### src/rtl/div_dispatch.sv
// Issue/writeback wrapper for the iterative M-extension divider: resolves
// divide-by-zero and signed overflow locally, sign-corrects divider results.
module div_dispatch #(
  parameter int XLEN  = 32,
  parameter int TAG_W = 5
) (
  input  logic             clock,
  input  logic             nreset,
  input  logic             req_valid_i,
  output logic             req_ready_o,
  input  logic [1:0]       req_op_i,
  input  logic [XLEN-1:0]  req_a_i,
  input  logic [XLEN-1:0]  req_b_i,
  input  logic [TAG_W-1:0] req_tag_i,
  output logic [XLEN-1:0]  div_a_o,
  output logic [XLEN-1:0]  div_b_o,
  output logic             div_signed_o,
  output logic             div_in_valid_o,
  input  logic             div_in_ready_i,
  input  logic [XLEN-1:0]  div_c_i,
  input  logic [XLEN-1:0]  div_r_i,
  input  logic             div_out_valid_i,
  output logic             div_out_ready_o,
  output logic             res_valid_o,
  input  logic             res_ready_i,
  output logic [XLEN-1:0]  res_data_o,
  output logic [TAG_W-1:0] res_tag_o
);

  typedef enum logic [1:0] {IDLE, ISSUE, WAIT, RESP} state_t;

  localparam logic [XLEN-1:0] INT_MIN = {1'b1, {(XLEN-1){1'b0}}};

  state_t state;
  logic   rem_q, neg_a_q, neg_b_q;

  logic            signed_op, neg_a, neg_b, div0, ovf;
  logic [XLEN-1:0] mag_a, mag_b, q_fix, r_fix;

  // Divider always runs unsigned on magnitudes; INT_MIN negates to itself,
  // which is already the correct unsigned magnitude.
  always_comb begin
    signed_op = ~req_op_i[0];
    neg_a     = signed_op & req_a_i[XLEN-1];
    neg_b     = signed_op & req_b_i[XLEN-1];
    mag_a     = neg_a ? -req_a_i : req_a_i;
    mag_b     = neg_b ? -req_b_i : req_b_i;
    div0      = (req_b_i == '0);
    ovf       = signed_op && (req_a_i == INT_MIN) && (req_b_i == '1);
    q_fix     = (neg_a_q ^ neg_b_q) ? -div_c_i : div_c_i;
    r_fix     = neg_a_q ? -div_r_i : div_r_i;
  end

  assign div_signed_o = 1'b0;

  always_ff @(posedge clock or negedge nreset) begin
    if (!nreset) begin
      state           <= IDLE;
      rem_q           <= 1'b0;
      neg_a_q         <= 1'b0;
      neg_b_q         <= 1'b0;
      req_ready_o     <= 1'b0;
      div_in_valid_o  <= 1'b0;
      div_out_ready_o <= 1'b0;
      res_valid_o     <= 1'b0;
      div_a_o         <= '0;
      div_b_o         <= '0;
      res_data_o      <= '0;
      res_tag_o       <= '0;
    end else begin
      case (state)
        IDLE: begin
          req_ready_o <= 1'b1;
          if (req_valid_i && req_ready_o) begin
            req_ready_o <= 1'b0;
            rem_q       <= req_op_i[1];
            neg_a_q     <= neg_a;
            neg_b_q     <= neg_b;
            res_tag_o   <= req_tag_i;
            if (div0) begin
              res_data_o  <= req_op_i[1] ? req_a_i : '1;
              res_valid_o <= 1'b1;
              state       <= RESP;
            end else if (ovf) begin
              res_data_o  <= req_op_i[1] ? '0 : INT_MIN;
              res_valid_o <= 1'b1;
              state       <= RESP;
            end else begin
              div_a_o        <= mag_a;
              div_b_o        <= mag_b;
              div_in_valid_o <= 1'b1;
              state          <= ISSUE;
            end
          end
        end
        ISSUE: begin
          if (div_in_ready_i) begin
            div_in_valid_o  <= 1'b0;
            div_out_ready_o <= 1'b1;
            state           <= WAIT;
          end
        end
        WAIT: begin
          // Divider result is only valid in the handshake cycle.
          if (div_out_valid_i) begin
            div_out_ready_o <= 1'b0;
            res_data_o      <= rem_q ? r_fix : q_fix;
            res_valid_o     <= 1'b1;
            state           <= RESP;
          end
        end
        RESP: begin
          if (res_ready_i) begin
            res_valid_o <= 1'b0;
            req_ready_o <= 1'b1;
            state       <= IDLE;
          end
        end
        default: state <= IDLE;
      endcase
    end
  end

endmodule

### config.mk
export PLATFORM = sky130hd
export DESIGN_NAME = div_dispatch
export DESIGN_NICKNAME = d
export VERILOG_FILES = /design/src/rtl/div_dispatch.sv
export SDC_FILE = /design/constraint.sdc
export NUM_CORES = 1
export LEC_CHECK = 0
export CORE_MARGIN = 4
export CORE_UTILIZATION = 29
export CTS_BUF_LIST = sky130_fd_sc_hd__clkbuf_2
export CTS_CLUSTER_DIAMETER = 80
export DETAILED_ROUTE_END_ITERATION = 8
export PLACE_DENSITY_LB_ADDON = 0.12
export SLEW_MARGIN = 20
export SYNTH_ARGS = -nofsm -noshare
export SYNTH_HDL_FRONTEND = slang
export SYNTH_SLANG_ARGS = --single-unit
### constraint.sdc
create_clock -name clock -period 3.6 [get_ports clock]
set_clock_uncertainty 0.15 [all_clocks]
set_input_delay 0.36 -clock clock [delete_from_list [all_inputs] [get_ports clock]]
set_output_delay 0.36 -clock clock [all_outputs]
set_load 0.02 [all_outputs]
### Signal wires on met1, run 1

The bar under the picture is 50 microns long.
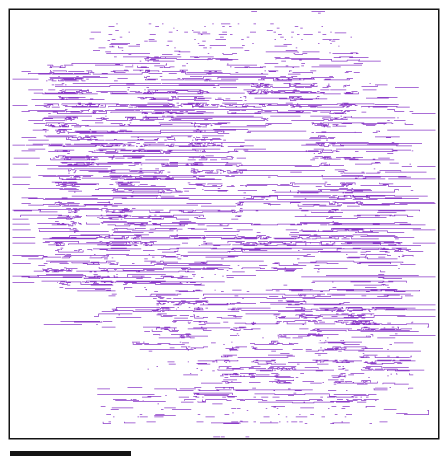
The wires run mostly horizontal. The longest straight run is 60.7 microns.
routed wire length: 30.0 mm
vias: 7,728

### Met2 routing, run 1

The bar under the picture is 50 microns long.
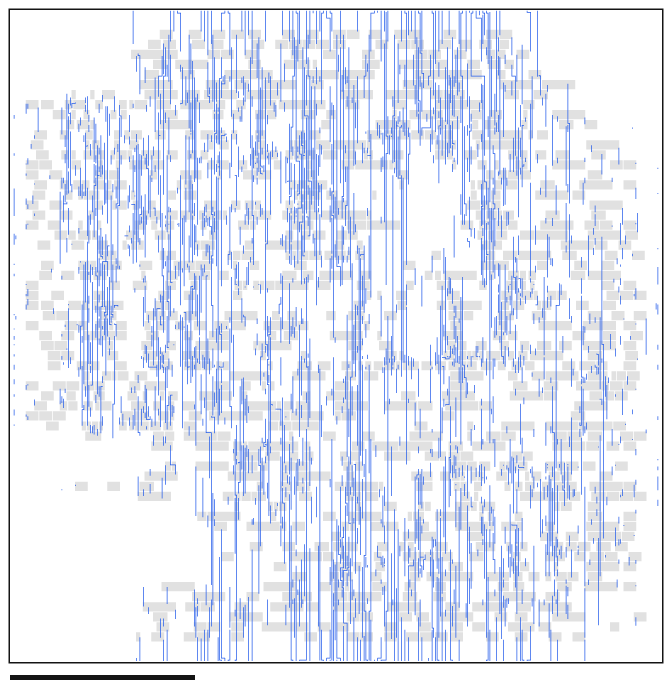
The wires run mostly vertical. The longest straight run is 79.9 microns.
GR Layer Usage met2: 28.3%

### Metal 3, run 1

The bar under the picture is 50 microns long.
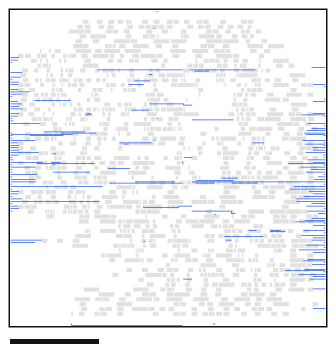
The layer holds 5.7% of the routed length. 161 nets have wire on it.
GRT met3 Usage: 3.17%

==> flow_metrics.env, run 1 <==
# source this file to load flow results
export IMPL_outcome="finished clean"
export IMPL_dpl_instance_area_sq_um=11400
export IMPL_synthAdderAreaFrac_pct=1.37
export IMPL_die_height_microns=177
export IMPL_tritoncts="done"
export IMPL_max_freq_ghz=0.345
export IMPL_synthesis_yosys_warnings=0
export IMPL_switchingPower_mw=3.17
export IMPL_die_w_microns=177
export IMPL_cts_resized=0
export IMPL_maxCapViolCount=0
export IMPL_num_io_pins=247
export IMPL_timing_rr_end="div_a_o[12]$_DFFE_PN0P_"
export IMPL_grt_max_degree=57
export IMPL_critPathArrivalTime_ps=3300
export IMPL_mi_logic_area_sq_um=5120
export IMPL_critPathLaunch="req_a_i[17]"
export IMPL_route_detailed_drc=0
export IMPL_pg_seq_mw=2.07
export IMPL_postSynthAreaPerCell_sq_um=9.55
export IMPL_seq_share_pct=23.8
export IMPL_synthTopCellsByCount="dfrtp_1, nor2_1, xnor2_1"
export IMPL_rsz0062_at_grt="no"
export IMPL_nonClockInverterCount=26
export IMPL_compound_area_share_pct=16.4
-- run 1: per-layer routing --
metal,share of wire [%],vias up
met2,44,213
li1,-,3765
met3,5.7,19
met4,1.3,0
met5,0,-
met1,49,3731
-- run 1: worst max-delay path, stage by stage --
cell             delay [ps]
clkdlybuf4s50_1         490
or4_1                   620
nor4_1                  250
buf_4                   180
nand3b_1                200
o21ai_1                 350
o21ba_1                 240
buf_12                  240
mux2_2                  360
-- run 1: registers in the layout, summed over array words and instances, names as in the netlist --
name             flops
div_a_o             32
div_b_o             32
div_in_valid_o       1
div_out_ready_o      1
neg_a_q              1
neg_b_q              1
rem_q                1
req_ready_o          1
res_data_o          32
res_tag_o            5
res_valid_o          1
state                2
### Routing congestion, run 1

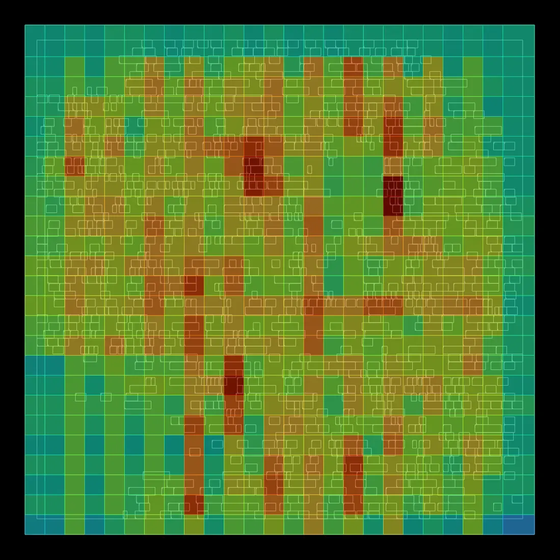

==> run 2: changes to the inputs <==
Clock period 3.6 ns to 2.5 ns, I/O delays scaled along.
### Routing congestion, run 2

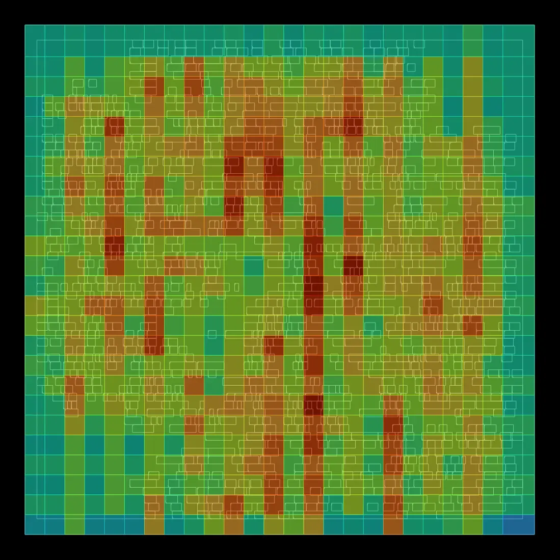
fin util: 47.5%
Wirelength per Cell: 18.7 microns
total global-route track usage: 20.0%
layer with the highest usage: met2
GR Layer Usage met2: 32.6%

==> run 2 against run 1 <==
Compared with the run above: sequential share of layout area shrank 3.1 points; cell count increased by 12%; cell area grew 15%; register-to-register slack got worse by 680 ps; worst setup slack got worse by 700 ps; global-route usage up 1.2 points; worst hold slack lost 160 ps; the run now ends with negative hold slack, negative setup slack left; sequential power rose by 46%; total power is 54% higher; combinational power grew about 60%; utilization is 6.2 points higher.
==> flow_metrics.env, run 2 <==
# source this file to load flow results
export IMPL_route_detailed_drc=0
export IMPL_postSynthAreaPerCell_sq_um=9.55
export IMPL_tritoncts="done"
export IMPL_pg_seq_mw=3.02
export IMPL_reg_largest_list="div_a_o x32, div_b_o x32, res_data_o x32"
export IMPL_met2_length_mm=14.8
export IMPL_synthAdderAreaFrac_pct=1.37
export IMPL_synthTopCellsByCount="dfrtp_1, nor2_1, xnor2_1"
export IMPL_synthesis_yosys_warnings=0
export IMPL_crit_path_top_delay_cell="or4b_4"
export IMPL_yosys_area_share_simple_pct=17.4
export IMPL_gp_congestion=0.877
export IMPL_reg2reg_from="state[0]$_DFFE_PN0P_"
export IMPL_die_height_microns=177
export IMPL_critPathLaunch="req_a_i[1]"
export IMPL_synth_top_cell_by_count="dfrtp_1"
export IMPL_critPathArrivalTime_ps=2870
export IMPL_cp_num_buf_inv=3
export IMPL_clockBufferDepth=2
export IMPL_core_util_floorplan_pct=29.5
export IMPL_maxCapViolCount=0
export IMPL_violations="negative hold slack, negative setup slack"
export IMPL_met3_length_mm=1.43
export IMPL_ys_cells=863
export IMPL_cp_cell_sequence="clkdlybuf4s50_1, inv_1, ha_1, or4b_4, nor4_4, nand3b_1, o21ai_2, o21ba_4, buf_12, mux2_2"
export IMPL_cts_resized=2
export IMPL_grt_max_degree=111
export IMPL_slowest_delay_ps=510
export IMPL_grt_pass1_vias=8598
export IMPL_layout_setup_ws_ps=-5.51
export IMPL_period_minus_slack_ps=2510
export IMPL_switchingPower_mw=4.77
export IMPL_setup_viol=1
export IMPL_mi_logic_area_sq_um=5350
export IMPL_powerComb_mw=7.46
export IMPL_worst_hold_slack_ps=-16.4
export IMPL_netlist_instances=863
export IMPL_timing_rr_end="res_data_o[22]$_DFFE_PN0P_"
export IMPL_compound_area_share_pct=16.4
export IMPL_final_nets=1469
export IMPL_final_hold_viol_count=8
export IMPL_max_freq_ghz=0.399
export IMPL_slew_limit_headroom_pct=54.8
export IMPL_crit_family="simple AND/OR/NAND/NOR gates"
export IMPL_outcome="complete, but fails checks"
export IMPL_drt_met1_wl_mm=14.9
export IMPL_num_io_pins=247
export IMPL_rsz0062_at_grt="no"
### Signal wires on met1, run 2

The bar under the picture is 50 microns long.
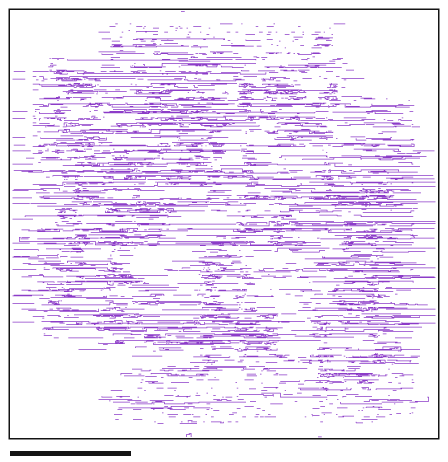
The longest straight run is 53.8 microns. 1,320 nets have wire on it. The wires run mostly horizontal.
vias: 8,438
routed wire length: 31.8 mm
met1 Track Usage GR: 28.2%

## run 2: final cells by class
| class | instances | area share [%] |
|---|---|---|
| clock buffers | 10 | 0.377 |
| well taps | 378 | 3.56 |
| clock inverters | 6 | 0.339 |
| diodes | 1 | 0.0189 |
| repair buffers | 498 | 33.9 |
| inverters | 26 | 0.735 |
| flip-flops and latches | 110 | 20.7 |
| multi-input cells | 674 | 40.3 |
## run 2: through the flow
step,instance area [sq um],cells,hold slack (ps),TNS [ps]
after global placement,13000,1679,247,-63800
after detailed placement,13000,1679,249,-66580
after global routing,13300,1703,36.3,0
after floorplan,8470,863,-196,-2620
after CTS,13200,1701,5.48,0
final,13300,1703,-16.4,-5.51
## run 2: routing by layer
metal,vias up,global-route usage [%]
met4,0,5.42
met1,4015,28.2
met2,260,32.6
li1,4129,-
met3,34,2.10
met5,-,0
### Metal 3, run 2

The bar under the picture is 50 microns long.
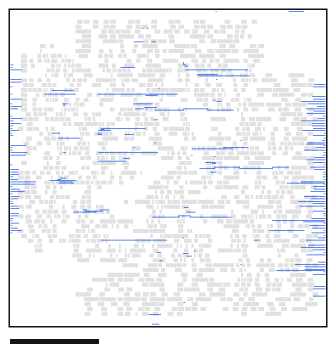

==> run 3: changes to the inputs <==
Settings changed: CORE_UTILIZATION 29 to 45.
### Metal 3, run 3

The bar under the picture is 50 microns long.
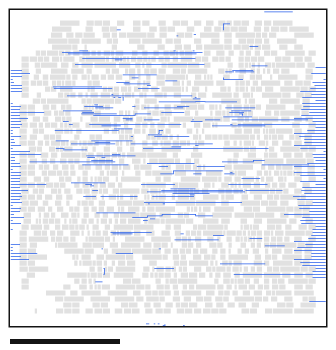
223 nets have wire on it. The layer holds 8.9% of the routed length.
routed wire length: 29.1 mm
GRT met3 Usage: 6.59%
vias: 8,579

### Met2 routing, run 3

The bar under the picture is 50 microns long.
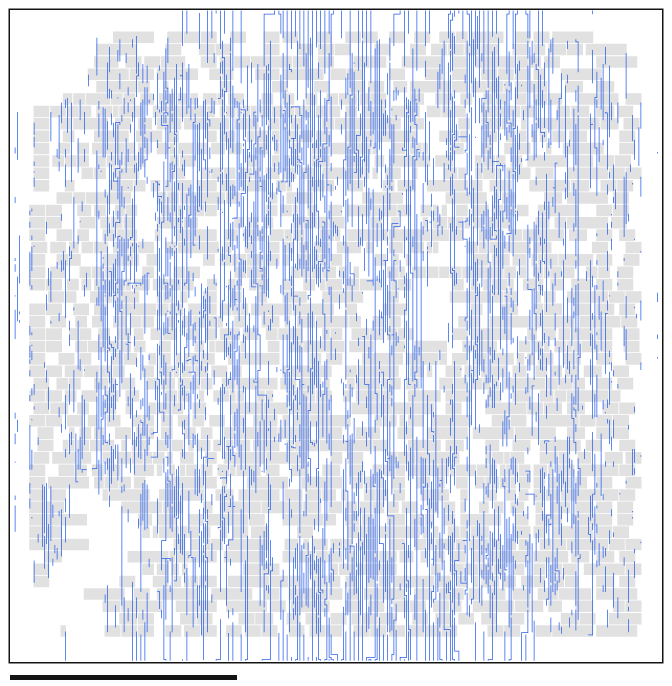
The layer carries 13,000 microns of wire. 1,261 nets have wire on it. The wires run mostly vertical. The layer holds 45% of the routed length.
GR Layer Usage met2: 43.1%

==> run 3 against run 2 <==
Compared with the run above: the run now ends clean; critical path type unchanged; register-to-register slack better by 40 ps; critical endpoint is now res_data_o[0]$_DFFE_PN0P_; first-iteration DRC count down 12%; via count up 1.7%; sequential power about the same; die area down 34%; clock power up 2%; highest routed layer is now met5; count of clock-buffer cells in the layout down 1; largest power group unchanged.
==> flow_metrics.env, run 3 <==
# source this file to load flow results
export IMPL_grt_max_degree=61
export IMPL_worst_hold_slack_ps=116
export IMPL_utilization_pct=71.9
export IMPL_outcome="finished clean"
export IMPL_setup_viol=0
export IMPL_final_nets=1445
export IMPL_synthAdderAreaFrac_pct=1.37
export IMPL_compound_area_share_pct=16.4
export IMPL_timing_rr_end="div_a_o[5]$_DFFE_PN0P_"
export IMPL_grt_pass1_vias=8497
export IMPL_max_freq_ghz=0.409
export IMPL_crit_family="simple AND/OR/NAND/NOR gates"
export IMPL_slowest_delay_ps=570
export IMPL_cp_cell_sequence="clkdlybuf4s50_1, or4_1, or3_1, nand3b_1, o21ai_2, o21ba_2, buf_4, mux2_4"
export IMPL_layout_setup_ws_ps=52.5
export IMPL_setup_tns_ps=0
export IMPL_ys_cells=863
export IMPL_final_hold_viol_count=0
export IMPL_num_io_pins=247
export IMPL_netlist_instances=863
export IMPL_postSynthAreaPerCell_sq_um=9.55
export IMPL_synthesis_yosys_warnings=0
export IMPL_route_detailed_drc=0
export IMPL_reg_largest_list="div_a_o x32, div_b_o x32, res_data_o x32"
export IMPL_gp_congestion=0.920
export IMPL_die_height_microns=143
export IMPL_core_util_floorplan_pct=45.9
export IMPL_maxCapViolCount=0
export IMPL_critPathLaunch="req_a_i[24]"
export IMPL_synthTopCellsByCount="dfrtp_1, nor2_1, xnor2_1"
export IMPL_wl_per_cell_microns=19.0
export IMPL_clockBufferDepth=2
export IMPL_dpl_instance_area_sq_um=12700
export IMPL_tritoncts="done"
-- run 3: area by class of cell --
type                       instances  area, sq um
antenna                            1         2.50
clock buffer                       9         45.0
clock inverter                     7         60.1
fill                            1410         5050
inverter                          26         97.6
multi-input combinational        674         5340
sequential                       110         2750
tap                              229          287
timing repair buffer             474         4320
-- run 3: routing by layer --
metal	share of wire [%]	track usage (%)	vias up	routed length, microns
met1	44	39.2	4066	12700
li1	-	-	4095	-
met4	2.6	9.86	2	761
met2	45	43.1	363	13000
met5	0.028	0	-	8
met3	8.9	6.59	53	2590
-- run 3: where the power goes --
part           total (mW)  switching (mW)  internal, mW
logic                7.29            3.57          3.72
clock network       0.820           0.671         0.149
registers            3.03           0.499          2.54
Power and IR drop assume default switching activity.
